File: src/rtl/mem_arb_pkg.sv
// -----------------------------------------------------------------------------
// mem_arb_pkg
// Shared definitions for the two-requester main-memory port arbiter:
//   state_t       - arbiter FSM state encoding (2 bits)
//   rd_tag_t      - {valid, owner} tag carried by the read-return pipe
//   BANK_LSB      - lowest address bit of the bank select field
//   NUM_BANKS     - number of memory banks reporting busy
//   bank_conflict - true when the addressed bank or the whole memory is stalled
// -----------------------------------------------------------------------------
package mem_arb_pkg;

  typedef enum logic [1:0] {
    ST_IDLE  = 2'd0,
    ST_OWN0  = 2'd1,
    ST_OWN1  = 2'd2,
    ST_DRAIN = 2'd3
  } state_t;

  localparam int BANK_LSB  = 1;
  localparam int NUM_BANKS = 4;
  localparam int BANK_W    = $clog2(NUM_BANKS);

  typedef struct packed {
    logic valid;
    logic owner;  // 0: data cache, 1: instruction cache
  } rd_tag_t;

  function automatic logic bank_conflict(input logic [NUM_BANKS-1:0] busy,
                                         input logic [BANK_W-1:0]    bank,
                                         input logic                 stall);
    return busy[bank] | stall;
  endfunction

endpackage

File: src/rtl/mem_port_arbiter_if.sv
// -----------------------------------------------------------------------------
// mem_port_arbiter_if
// Bundles the two cache-controller request ports and the memory-side port of
// the arbiter.
//   req/rd/wr/addr/wdata 0,1 - requester handshake (0: dcache, 1: icache)
//   gnt/ack/rvalid 0,1, err  - arbiter responses to the requesters
//   mem_addr/wdata/rd/wr     - forwarded memory access
//   busy, stall              - memory back-pressure
// Modports:
//   slave  - the arbiter's view
//   master - the environment's view (caches + memory)
// -----------------------------------------------------------------------------
interface mem_port_arbiter_if
  import mem_arb_pkg::*;
#(
  parameter int AW = 16
);

  logic                 req0, rd0, wr0;
  logic [AW-1:0]        addr0, wdata0;
  logic                 req1, rd1, wr1;
  logic [AW-1:0]        addr1, wdata1;

  logic                 gnt0, gnt1;
  logic                 ack0, ack1;
  logic                 rvalid0, rvalid1;
  logic                 err;

  logic [AW-1:0]        mem_addr;
  logic [AW-1:0]        mem_wdata;
  logic                 mem_rd, mem_wr;
  logic [NUM_BANKS-1:0] busy;
  logic                 stall;

  modport slave (
    input  req0, rd0, wr0, addr0, wdata0,
    input  req1, rd1, wr1, addr1, wdata1,
    input  busy, stall,
    output gnt0, gnt1, ack0, ack1, rvalid0, rvalid1, err,
    output mem_addr, mem_wdata, mem_rd, mem_wr
  );

  modport master (
    output req0, rd0, wr0, addr0, wdata0,
    output req1, rd1, wr1, addr1, wdata1,
    output busy, stall,
    input  gnt0, gnt1, ack0, ack1, rvalid0, rvalid1, err,
    input  mem_addr, mem_wdata, mem_rd, mem_wr
  );

endinterface

File: src/rtl/rd_tag_pipe.sv
// -----------------------------------------------------------------------------
// rd_tag_pipe
// DEPTH-stage shift register of {valid, owner} tags, one entry loaded per
// cycle. The tail stage lines up with the memory's read data, so the tail tag
// says whether that data is valid and which requester it belongs to.
//   clk, rst         - clock, synchronous active-high reset
//   i_valid, i_owner - tag entering stage 0 (read issued this cycle, by whom)
//   o_valid, o_owner - tag at the tail stage
//   o_empty          - no valid tag anywhere in the pipe
// -----------------------------------------------------------------------------
module rd_tag_pipe
  import mem_arb_pkg::*;
#(
  parameter int DEPTH = 2
) (
  input  logic clk,
  input  logic rst,
  input  logic i_valid,
  input  logic i_owner,
  output logic o_valid,
  output logic o_owner,
  output logic o_empty
);

  rd_tag_t [DEPTH-1:0] r_pipe;
  logic                w_any_valid;

  // NOTE: this storage is reset on purpose: clearing it is how in-flight reads
  // are dropped on reset, so no stale rvalid can escape afterwards.
  always_ff @(posedge clk) begin
    if (rst) begin
      r_pipe <= '0;
    end else begin
      // NOTE: non-blocking assignments let every stage sample the previous
      // stage's old value, which is what makes this a shift register.
      r_pipe[0] <= '{valid: i_valid, owner: i_owner};
      for (int i = 1; i < DEPTH; i++) begin
        r_pipe[i] <= r_pipe[i-1];
      end
    end
  end

  // NOTE: default first, so the reduction never holds a value across
  // evaluations and no latch is inferred.
  always_comb begin
    w_any_valid = 1'b0;
    for (int i = 0; i < DEPTH; i++) begin
      w_any_valid = w_any_valid | r_pipe[i].valid;
    end
  end

  assign o_valid = r_pipe[DEPTH-1].valid;
  assign o_owner = r_pipe[DEPTH-1].owner;
  assign o_empty = ~w_any_valid;

endmodule

File: src/rtl/mem_port_arbiter.sv
// -----------------------------------------------------------------------------
// mem_port_arbiter
// Shares one four-banked main-memory port between the data cache (requester 0)
// and the instruction cache (requester 1). A requester owns the port for a
// whole burst; each access inside the burst is issued only when its bank is
// free and memory is not stalled. Reads are tagged with their owner and the
// returning rvalid is steered back RD_LAT cycles later. On release, the port
// drains outstanding reads before it can be granted again.
//   clk, rst - clock, synchronous active-high reset
//   bus      - slave side of mem_port_arbiter_if (requesters + memory)
// Parameters:
//   RD_LAT - cycles from accepted mem_rd to read data (1..4)
//   AW     - address / data width
// -----------------------------------------------------------------------------
module mem_port_arbiter
  import mem_arb_pkg::*;
#(
  parameter int RD_LAT = 2,
  parameter int AW     = 16
) (
  input  logic                clk,
  input  logic                rst,
  mem_port_arbiter_if.slave   bus
);

  state_t              r_state, w_next_state;
  logic                r_last_gnt, w_next_last_gnt;

  logic                w_own;
  logic                w_owner;
  logic                w_req, w_rd, w_wr;
  logic [AW-1:0]       w_addr, w_wdata;
  logic [BANK_W-1:0]   w_bank;
  logic                w_conflict;
  logic                w_issue_rd, w_issue_wr, w_err;
  logic                w_pipe_empty, w_tail_valid, w_tail_owner;

  // ---------------------------------------------------------------------------
  // State register
  // ---------------------------------------------------------------------------
  always_ff @(posedge clk) begin
    if (rst) begin
      r_state    <= ST_IDLE;
      r_last_gnt <= 1'b1;  // requester 0 wins the first tie
    end else begin
      r_state    <= w_next_state;
      r_last_gnt <= w_next_last_gnt;
    end
  end

  // ---------------------------------------------------------------------------
  // Next-state logic
  // ---------------------------------------------------------------------------
  always_comb begin
    w_next_state    = r_state;
    w_next_last_gnt = r_last_gnt;
    unique case (r_state)
      ST_IDLE: begin
        if (bus.req0 && bus.req1) begin
          // Tie goes to whoever did not own the port last.
          w_next_state    = r_last_gnt ? ST_OWN0 : ST_OWN1;
          w_next_last_gnt = ~r_last_gnt;
        end else if (bus.req0) begin
          w_next_state    = ST_OWN0;
          w_next_last_gnt = 1'b0;
        end else if (bus.req1) begin
          w_next_state    = ST_OWN1;
          w_next_last_gnt = 1'b1;
        end
      end
      // With req low no read can issue this cycle, so the pipe's own empty
      // flag already tells whether anything is still in flight.
      ST_OWN0: begin
        if (!bus.req0) w_next_state = w_pipe_empty ? ST_IDLE : ST_DRAIN;
      end
      ST_OWN1: begin
        if (!bus.req1) w_next_state = w_pipe_empty ? ST_IDLE : ST_DRAIN;
      end
      ST_DRAIN: begin
        if (w_pipe_empty) w_next_state = ST_IDLE;
      end
      default: w_next_state = ST_IDLE;
    endcase
  end

  // ---------------------------------------------------------------------------
  // Owner mux; everything forwarded is forced to 0 when nobody owns the port
  // ---------------------------------------------------------------------------
  always_comb begin
    w_own   = (r_state == ST_OWN0) || (r_state == ST_OWN1);
    w_owner = (r_state == ST_OWN1);
    w_req   = 1'b0;
    w_rd    = 1'b0;
    w_wr    = 1'b0;
    w_addr  = '0;
    w_wdata = '0;
    if (w_own) begin
      if (w_owner) begin
        w_req   = bus.req1;
        w_rd    = bus.rd1;
        w_wr    = bus.wr1;
        w_addr  = bus.addr1;
        w_wdata = bus.wdata1;
      end else begin
        w_req   = bus.req0;
        w_rd    = bus.rd0;
        w_wr    = bus.wr0;
        w_addr  = bus.addr0;
        w_wdata = bus.wdata0;
      end
    end
  end

  // ---------------------------------------------------------------------------
  // Bank gating and issue
  // ---------------------------------------------------------------------------
  assign w_bank     = w_addr[BANK_LSB +: BANK_W];
  assign w_conflict = bank_conflict(bus.busy, w_bank, bus.stall);

  // A simultaneous rd+wr is a requester bug: flag it and issue neither.
  assign w_issue_rd = w_own & w_req & w_rd & ~w_wr & ~w_conflict;
  assign w_issue_wr = w_own & w_req & w_wr & ~w_rd & ~w_conflict;
  assign w_err      = w_own & w_rd & w_wr;

  // ---------------------------------------------------------------------------
  // Read-return routing
  // ---------------------------------------------------------------------------
  rd_tag_pipe #(
    .DEPTH (RD_LAT)
  ) u_rd_tag_pipe (
    .clk     (clk),
    .rst     (rst),
    .i_valid (w_issue_rd),
    .i_owner (w_owner),
    .o_valid (w_tail_valid),
    .o_owner (w_tail_owner),
    .o_empty (w_pipe_empty)
  );

  // ---------------------------------------------------------------------------
  // Outputs
  // ---------------------------------------------------------------------------
  assign bus.gnt0      = (r_state == ST_OWN0);
  assign bus.gnt1      = (r_state == ST_OWN1);
  assign bus.ack0      = (w_issue_rd | w_issue_wr) & ~w_owner;
  assign bus.ack1      = (w_issue_rd | w_issue_wr) &  w_owner;
  assign bus.err       = w_err;
  assign bus.mem_addr  = w_addr;
  assign bus.mem_wdata = w_wdata;
  assign bus.mem_rd    = w_issue_rd;
  assign bus.mem_wr    = w_issue_wr;
  assign bus.rvalid0   = w_tail_valid & ~w_tail_owner;
  assign bus.rvalid1   = w_tail_valid &  w_tail_owner;

endmodule

File: src/flat_wrapper.sv
// flat-port wrapper written by rule: the top's interface ports become plain ports
module mem_port_arbiter_flat import mem_arb_pkg::*;
#(
  parameter int RD_LAT = 2,
  parameter int AW     = 16
)
  (clk, rst, bus_req0, bus_rd0, bus_wr0, bus_addr0, bus_wdata0, bus_req1, bus_rd1, bus_wr1, bus_addr1, bus_wdata1, bus_busy, bus_stall, bus_gnt0, bus_gnt1, bus_ack0, bus_ack1, bus_rvalid0, bus_rvalid1, bus_err, bus_mem_addr, bus_mem_wdata, bus_mem_rd, bus_mem_wr);
  mem_port_arbiter_if #(.AW(AW)) bus_i ();
  input  logic clk;
  input  logic rst;
  input wire logic [$bits(bus_i.req0)-1:0] bus_req0;
  input wire logic [$bits(bus_i.rd0)-1:0] bus_rd0;
  input wire logic [$bits(bus_i.wr0)-1:0] bus_wr0;
  input wire logic [$bits(bus_i.addr0)-1:0] bus_addr0;
  input wire logic [$bits(bus_i.wdata0)-1:0] bus_wdata0;
  input wire logic [$bits(bus_i.req1)-1:0] bus_req1;
  input wire logic [$bits(bus_i.rd1)-1:0] bus_rd1;
  input wire logic [$bits(bus_i.wr1)-1:0] bus_wr1;
  input wire logic [$bits(bus_i.addr1)-1:0] bus_addr1;
  input wire logic [$bits(bus_i.wdata1)-1:0] bus_wdata1;
  input wire logic [$bits(bus_i.busy)-1:0] bus_busy;
  input wire logic [$bits(bus_i.stall)-1:0] bus_stall;
  output wire logic [$bits(bus_i.gnt0)-1:0] bus_gnt0;
  output wire logic [$bits(bus_i.gnt1)-1:0] bus_gnt1;
  output wire logic [$bits(bus_i.ack0)-1:0] bus_ack0;
  output wire logic [$bits(bus_i.ack1)-1:0] bus_ack1;
  output wire logic [$bits(bus_i.rvalid0)-1:0] bus_rvalid0;
  output wire logic [$bits(bus_i.rvalid1)-1:0] bus_rvalid1;
  output wire logic [$bits(bus_i.err)-1:0] bus_err;
  output wire logic [$bits(bus_i.mem_addr)-1:0] bus_mem_addr;
  output wire logic [$bits(bus_i.mem_wdata)-1:0] bus_mem_wdata;
  output wire logic [$bits(bus_i.mem_rd)-1:0] bus_mem_rd;
  output wire logic [$bits(bus_i.mem_wr)-1:0] bus_mem_wr;
  assign bus_i.req0 = bus_req0;
  assign bus_i.rd0 = bus_rd0;
  assign bus_i.wr0 = bus_wr0;
  assign bus_i.addr0 = bus_addr0;
  assign bus_i.wdata0 = bus_wdata0;
  assign bus_i.req1 = bus_req1;
  assign bus_i.rd1 = bus_rd1;
  assign bus_i.wr1 = bus_wr1;
  assign bus_i.addr1 = bus_addr1;
  assign bus_i.wdata1 = bus_wdata1;
  assign bus_i.busy = bus_busy;
  assign bus_i.stall = bus_stall;
  assign bus_gnt0 = bus_i.gnt0;
  assign bus_gnt1 = bus_i.gnt1;
  assign bus_ack0 = bus_i.ack0;
  assign bus_ack1 = bus_i.ack1;
  assign bus_rvalid0 = bus_i.rvalid0;
  assign bus_rvalid1 = bus_i.rvalid1;
  assign bus_err = bus_i.err;
  assign bus_mem_addr = bus_i.mem_addr;
  assign bus_mem_wdata = bus_i.mem_wdata;
  assign bus_mem_rd = bus_i.mem_rd;
  assign bus_mem_wr = bus_i.mem_wr;
  mem_port_arbiter #(.RD_LAT(RD_LAT), .AW(AW)) u_core (.clk(clk), .rst(rst), .bus(bus_i));
endmodule
File: config.mk
export PLATFORM = sky130hd
export DESIGN_NAME = mem_port_arbiter_flat
export DESIGN_NICKNAME = d
export VERILOG_FILES = /design/src/rtl/mem_arb_pkg.sv /design/src/rtl/mem_port_arbiter_if.sv /design/src/rtl/rd_tag_pipe.sv /design/src/rtl/mem_port_arbiter.sv /design/src/flat_wrapper.sv
export SDC_FILE = /design/constraint.sdc
export NUM_CORES = 1
export LEC_CHECK = 0
export CORE_ASPECT_RATIO = 1.1
export CORE_UTILIZATION = 30
export CTS_CLUSTER_DIAMETER = 60
export DETAILED_ROUTE_END_ITERATION = 12
export PLACE_DENSITY_LB_ADDON = 0.15
export SYNTH_ARGS = -nofsm -noshare
export SYNTH_HDL_FRONTEND = slang
export SYNTH_HIERARCHICAL = 1
export SYNTH_SLANG_ARGS = --single-unit
File: constraint.sdc
create_clock -name clk -period 3.7 [get_ports clk]
set_clock_uncertainty 0.15 [all_clocks]
set_input_delay 0.37 -clock clk [delete_from_list [all_inputs] [get_ports clk]]
set_output_delay 0.37 -clock clk [all_outputs]
set_load 0.005 [all_outputs]
**Run 1: nets reached from selected ports**

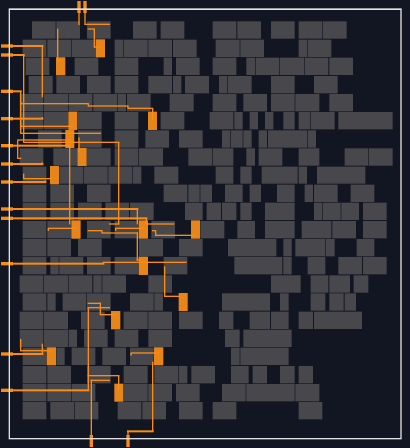
Key: bus_mem_wdata = orange [bits 16, direction output, edge 12 left, 2 top, 2 bottom, end cells 16, buffers 16, wire 363 µm]
Top Ports: 118
IO buf count: 117

**Run 1: placed cells, one colour a class**

Fill, decap, tap and diode cells in grey.
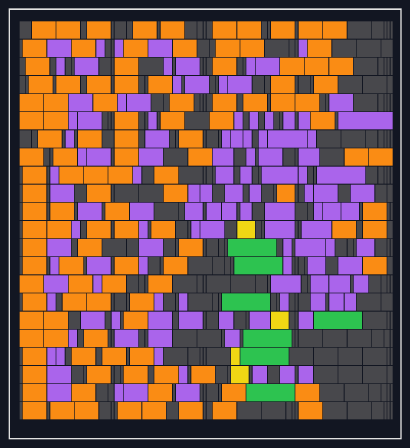
Key: remaining buffers and delay cells = orange [cells 118, share of their area 53%]; clock drivers and dummy loads = yellow [cells 4, share of their area 1.2%]; remaining logic cells = purple [cells 122, share of their area 39%]; registers = green [cells 7, share of their area 6.3%]
core area: 3358 µm²
row count: 22
Finished Core Util: 0.6770

**Run 1: the metal 2 layer**

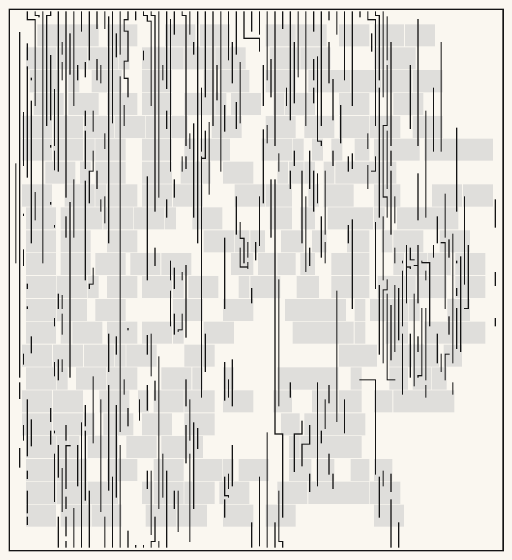
272 nets have wire on it. The layer carries 1940 µm of wire. The wires run mostly vertical. The longest straight run is 42.2 µm. The layer holds 50% of the routed length.
met2 Resource Use GR: 0.3693
DR vias: 1357
DRT Wirelength: 3840 µm

**Run 1: metal 3**

Bar = 20 µm.
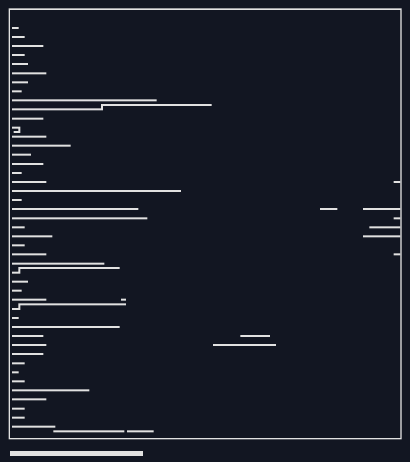
The wires run mostly horizontal. The layer carries 344 µm of wire.
met3 Resource Use GR: 0.06680

==> impl_metrics.env, run 1 <==
# yosys + openroad results
export IMPL_path_clk_slew_ns=0.05
export IMPL_netlist_area_um2=1056
export IMPL_p_comb_mw=0.825
export IMPL_fin_ws_ns=0.4772
export IMPL_drv_slew=0
export IMPL_pg_seq_mw=0.0974
export IMPL_required_ns=3.18
export IMPL_drive_above_1_share=0.05179
export IMPL_hold_end="u_core/u_rd_tag_pipe/o_owner"
export IMPL_grt_pass1_wl_um=5885
export IMPL_setup_violations=0
export IMPL_ys_seq_frac=0.1327
export IMPL_layout_nets=335
export IMPL_dr_wl_met3_um=343
export IMPL_final_seq_area_um2=140.1
export IMPL_hp_start="u_core/u_rd_tag_pipe/r_pipe[0]"
export IMPL_via_per_inst=4.538
export IMPL_syn2layout_area_growth_pct=115.3
export IMPL_antenna_found_initial=0
export IMPL_rr_startpoint="u_core/r_state[0]"
export IMPL_placed_cells=295
export IMPL_max_freq_ghz=0.3103
export IMPL_syn_instance_count=137
export IMPL_drc=0
export IMPL_logic_area_um2=857.1
export IMPL_p_int_mw=0.6001
export IMPL_grt_pass1_vias=1359
export IMPL_irDropWorstVdd_uv=243.4
export IMPL_clockBufferDepth=2
export IMPL_cts_buffers=3
export IMPL_place_area_um2=2247
export IMPL_top_layer="met4"
export IMPL_status="finished clean"
export IMPL_ff2ff_path_depth=7
export IMPL_p_comb_frac=0.833
export IMPL_final_common_cell="clkdlybuf4s50_1"
export IMPL_nFillCells=296
export IMPL_yosysWarnings=6
export IMPL_synth_cell_types=34
export IMPL_fin_crit_sh=0.8710
export IMPL_cts_sinks=7
export IMPL_cp_start_kind="register"
export IMPL_netSwitchingFraction=0.3941
export IMPL_hold_viol_final=0
export IMPL_antenna_cells=0
export IMPL_met1_length_um=1540
export IMPL_p_per_area_nw_per_um2=435.7
export IMPL_grt_usage=0.2013
export IMPL_gp_congestion=0.7700
export IMPL_cts_setup_buffers=0
export IMPL_yosys_stat_cells=137
export IMPL_die_area_um2=3762
export IMPL_min_path_type="register to register"
export IMPL_cp_end_kind="output pin"
export IMPL_relSlewSlack=0.5963
export IMPL_drt_iter0_markers=40
export IMPL_grt_max_degree=41
export IMPL_avgRoutedWirePerCell_um=12.84
export IMPL_hold_ws_ns=0.2916
export IMPL_die_width_um=58.57
export IMPL_warnings=31
export IMPL_final_cells=299
export IMPL_grt_remaining_overflow=0
export IMPL_route_met2_wl_um=1936
export IMPL_cts_repair_resized=0
export IMPL_fin_area_um2=2273
export IMPL_fin_crit_ns=3.223
export IMPL_switchingPower_mw=0.3904
export IMPL_htree_levels=1
export IMPL_dpl_worst_slack_ns=0.7384
export IMPL_met1_usage=0.2158
export IMPL_cts_tree="built"
export IMPL_clockRootBuffer="clkbuf_4"
export IMPL_power_clock_mw=0.0678
export IMPL_layout_top_cells="117 x clkdlybuf4s50_1, 39 x nor2_1, 32 x mux2i_1, 7 x dfxtp_1, 5 x ha_1"
export IMPL_r2r_slack_ns=1.30
export IMPL_synth_nets=220
export IMPL_worstMarginPinSlew_ns=0.6047
export IMPL_yosys_area_um2=1056
export IMPL_power_leader="combinational cells"
export IMPL_critPathMaxFanout=37
export IMPL_timing_setup_tns_ns=0
export IMPL_fp_utilization=0.3145
export IMPL_power_mw=0.9905
export IMPL_postCtsHoldBufs=0
export IMPL_rsz0062_at_grt="no"
export IMPL_ys_flops=7
export IMPL_pwr_share_clk=0.068
export IMPL_leakagePower_nw=0.8358
export IMPL_synth_area_per_cell_um2=7.708
export IMPL_drt_first_pass_iters=4
export IMPL_path_class="register to output pin"
export IMPL_die_h_um=64.23
export IMPL_r2r_end="u_core/u_rd_tag_pipe/r_pipe[1]"
export IMPL_clock_latency_late_pin_ns=0.25
export IMPL_drv_cap=0
export IMPL_p_seq_frac=0.098
run 1: cell type report:
type / count / share of cell area
timing repair buffer: 118 / 0.5184
multi-input combinational: 119 / 0.3770
sequential: 7 / 0.06164
tap: 48 / 0.02642
clock buffer: 4 / 0.01156
inverter: 3 / 0.004953
run 1: sequential cells by signal (all words and copies together) (netlist names):
register                      cells
u_core/r_state                    2
u_core/u_rd_tag_pipe/o_valid      1
u_core/u_rd_tag_pipe/r_pipe       2
u_core/r_last_gnt                 1
u_core/u_rd_tag_pipe/o_owner      1
run 1: kinds of logic after synthesis:
logic type / synth area share
AND/OR/NAND/NOR: 0.2974
AND-OR/OR-AND: 0.1078
multiplexers: 0.3246
adder cells (fa/ha/maj): 0.07109
XOR/XNOR: 0.008295
buffers and inverters: 0.05805
flip-flops: 0.1327
run 1: synth_stat cells (all sizes together):
library cell,n,share of area
o22a,1,0.0083
dfxtp,7,0.13
nand3,3,0.019
a31oi,1,0.0059
a21oi,3,0.014
a32oi,1,0.015
or2,1,0.0059
nand3b,4,0.040
nor2,39,0.14
nand2b,4,0.024
xor2,1,0.0083
inv,3,0.011
nor3,1,0.0095
buf,7,0.044
mux2i,33,0.32
o21ai,4,0.019
and2,1,0.0059
clkbuf,1,0.0036
a22oi,1,0.0071
nand2,4,0.014
nor2b,5,0.032
a211oi,3,0.021
a21boi,1,0.0071
a32o,1,0.0095
ha,6,0.071
or3b,1,0.0083
run 1: worst max-delay path, stage by stage (launching register included):
cell             delay (ns)
dfxtp_1                0.36
inv_1                  0.12
ha_1                   0.40
inv_2                  0.48
o21ai_0                0.22
a32oi_2                0.30
nor2_1                 0.11
clkdlybuf4s50_1        0.45
## Run 2: what changed since run 1
--- a/config.mk
+++ b/config.mk
@@ -5,6 +5,7 @@
 export SDC_FILE = /design/constraint.sdc
 export NUM_CORES = 1
 export LEC_CHECK = 0
+export ABC_AREA = 1
 export CORE_ASPECT_RATIO = 1.1
 export CORE_UTILIZATION = 30
 export CTS_CLUSTER_DIAMETER = 60
==> run 2 against run 1 <==
Compared with the run above: the flow now finishes with violations (design-rule violations); critical endpoint unchanged; hold slack lost 0.038 ns; largest power group unchanged; final cell count increased by 14%; sequential cell count stayed put; clock power up 3.4%; sequential power up 2.5%; global-route usage increased by 1.9 points; maximum frequency up 2.2%.
==> impl_metrics.env, run 2 <==
# yosys + openroad results
export IMPL_synth_main_ff_cell="dfxtp_1"
export IMPL_die_h_um=63.37
export IMPL_dpl_worst_slack_ns=0.8042
export IMPL_power_clock_mw=0.0701
export IMPL_p_comb_mw=0.932
export IMPL_clockBufferDepth=2
export IMPL_r2r_slack_ns=1.51
export IMPL_cp_start_kind="register"
export IMPL_synthTopLogicFamily="simple AND/OR/NAND/NOR gates"
export IMPL_common_cells="72 x nor2_1, 35 x o21ai_0, 20 x inv_1, 17 x nand2_1, 9 x clkbuf_1"
export IMPL_cp_end_kind="output pin"
export IMPL_antenna_found_initial=0
export IMPL_ys_flops=7
export IMPL_hold_viol_final=0
export IMPL_grt_usage=0.2205
export IMPL_antenna_cells=0
export IMPL_gp_congestion=0.7973
export IMPL_synthArstFlopShare=0
export IMPL_path_class="register to output pin"
export IMPL_yosys_area_um2=1027
export IMPL_dr_wl_met3_um=379
export IMPL_worst_path_most_repeated_cell="nand2_1"
export IMPL_ff2ff_path_depth=10
export IMPL_p_comb_frac=0.846
export IMPL_synthXorXnorAreaFrac=0
export IMPL_status="finished, violations left"
export IMPL_route_met2_wl_um=1903
export IMPL_warnings=31
export IMPL_ys_seq_frac=0.1364
export IMPL_fin_crit_sh=0.8519
export IMPL_synth_area_per_cell_um2=5.295
export IMPL_p_seq_frac=0.091
export IMPL_worstMarginPinSlew_ns=0.5102
export IMPL_postCtsHoldBufs=0
export IMPL_area_leaders="nor2_1 26%, o21ai_0 17%, dfxtp_1 14%"
export IMPL_grt_pass1_wl_um=6423
export IMPL_die_area_um2=3662
export IMPL_cts_setup_buffers=0
export IMPL_grt_max_degree=40
export IMPL_synth_nets=277
export IMPL_met1_length_um=1516
export IMPL_netSwitchingFraction=0.4318
export IMPL_critPathMaxStageDelay_ns=0.62
export IMPL_failed_checks="design-rule violations"
export IMPL_layout_top_cells="117 x clkdlybuf4s50_1, 72 x nor2_1, 35 x o21ai_0, 20 x inv_1, 17 x nand2_1"
export IMPL_fp_utilization=0.3258
export IMPL_syn_instance_count=194
export IMPL_yosys_stat_cells=194
export IMPL_cp_cell_sequence="inv_1 -> ha_1 -> o21ai_1 -> nor2_2 -> nand3_1 -> nand2_1 -> nand2_1 -> nor3_1 -> clkdlybuf4s50_1"
export IMPL_timing_setup_tns_ns=0
export IMPL_layout_nets=390
export IMPL_top_regs="u_core/r_state: 2 flops, u_core/u_rd_tag_pipe/r_pipe: 2 flops"
export IMPL_relSlewSlack=0.6599
export IMPL_pwr_share_clk=0.064
export IMPL_path_clk_slew_ns=0.05
export IMPL_die_width_um=57.79
export IMPL_required_ns=3.18
export IMPL_switchingPower_mw=0.4759
export IMPL_clockRootBuffer="clkbuf_4"
export IMPL_slowest_stage="ha_1"
export IMPL_syn2layout_area_growth_pct=117.3
export IMPL_synth_cell_types=23
export IMPL_drv_cap=0
export IMPL_drt_first_pass_iters=8
export IMPL_hp_start="u_core/u_rd_tag_pipe/r_pipe[0]"
export IMPL_yosys_area_share_adder=0.07308
export IMPL_placement_io_buffers=117
export IMPL_min_path_type="register to register"
export IMPL_synth_top_area_share=0.2631
export IMPL_drc=3
export IMPL_grt_remaining_overflow=0
export IMPL_cts_buffers=3
export IMPL_leakagePower_nw=0.9671
export IMPL_yosysMostFrequentCell="nor2_1"
export IMPL_p_per_area_nw_per_um2=493.7
export IMPL_simple_gate_area_frac=0.4482
export IMPL_compound_area_frac=0.2144
export IMPL_yosysWarnings=6
export IMPL_synth_area_leader_cell="nor2_1"
export IMPL_rr_startpoint="u_core/r_state[1]"
export IMPL_via_per_inst=4.650
export IMPL_clock_latency_late_pin_ns=0.25
export IMPL_cts_tree="built"
export IMPL_htree_levels=1
export IMPL_grt_pass1_vias=1510
export IMPL_num_rows=21
export IMPL_netlist_area_um2=1027
export IMPL_max_freq_ghz=0.3173
export IMPL_final_common_cell="clkdlybuf4s50_1"
export IMPL_cts_repair_resized=0
export IMPL_cts_sinks=7
export IMPL_synthMuxAreaShare=0
export IMPL_core_area_um2=3153
export IMPL_r2r_end="u_core/u_rd_tag_pipe/r_pipe[1]"
export IMPL_irDropWorstVdd_uv=213.4
export IMPL_final_cells=340
export IMPL_placed_cells=336
export IMPL_drt_iter0_markers=52
export IMPL_power_leader="combinational cells"
export IMPL_critPathMaxFanout=18
export IMPL_edf_count=0
export IMPL_top_layer="met4"
export IMPL_setup_violations=0
export IMPL_drive_above_1_share=0.04902
export IMPL_pg_seq_mw=0.0998
-- run 2: cells by family (layout without fill, tap and decap cells) --
kind of cell / after synthesis / count (layout)
simple gates: 107 / 107
flops: 7 / 7
fa+ha+maj: 6 / 6
compound gates: 42 / 42
buf+inv: 32 / 144
-- run 2: worst max-delay path by stage --
stage          slack (ns)               from         end  cells after the start
5_1_grt              0.30  u_core/r_state[1]  bus_mem_rd                      9
2_1_floorplan        1.67  u_core/r_state[0]  bus_mem_rd                     10
4_1_cts              0.51  u_core/r_state[1]  bus_mem_rd                      9
3_3_place_gp         0.89  u_core/r_state[1]  bus_mem_rd                      9
6_report             0.55  u_core/r_state[1]  bus_mem_rd                      9
3_5_place_dp         0.80  u_core/r_state[1]  bus_mem_rd                      9
-- run 2: cell type report --
class	instances	area [µm²]
multi-input combinational	155	755.7
clock buffer	4	26.28
tap	34	42.54
inverter	21	81.33
fill	296	920.9
sequential	7	140.1
timing repair buffer	119	1186
-- run 2: worst max-delay path: cells and delay by family (launching register included) --
family | cells | cell delay (ns)
AOI/OAI and AO/OA | 1 | 0.16
adders and majority gates | 1 | 0.62
buffers and inverters | 2 | 0.65
and+or+nand+nor | 5 | 0.58
DFF | 1 | 0.38
-- run 2: per-stage QoR --
step	cell area (µm²)	total power [mW]	hold WS [ns]	util
6_report	2232	1.102	0.2535	0.7079
5_1_grt	2232	1.212	0.2901	0.7079
4_1_cts	2232	1.112	0.2559	0.7079
3_5_place_dp	2206	1.034	0.2468	0.6996
3_3_place_gp	2206	1.035	0.2412	0.6996
2_1_floorplan	1027	0.5466	0.2383	-
-- run 2: metal layers --
layer  vias up  track usage
li1        837            -
met1       668       0.2441
met2        66       0.3808
met3        10      0.07187
met4         0      0.09226
met5         -            0
**Run 2: the metal 2 layer**

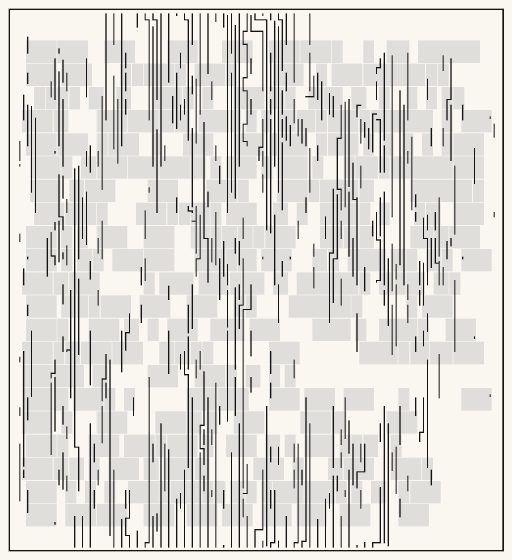
The layer carries 1900 µm of wire. The longest straight run is 32.6 µm. The layer holds 49% of the routed length.
DRT Wirelength: 3902 µm
DR vias: 1581
met2 Resource Use GR: 0.3808

Power is estimated from default activity; no workload was simulated.
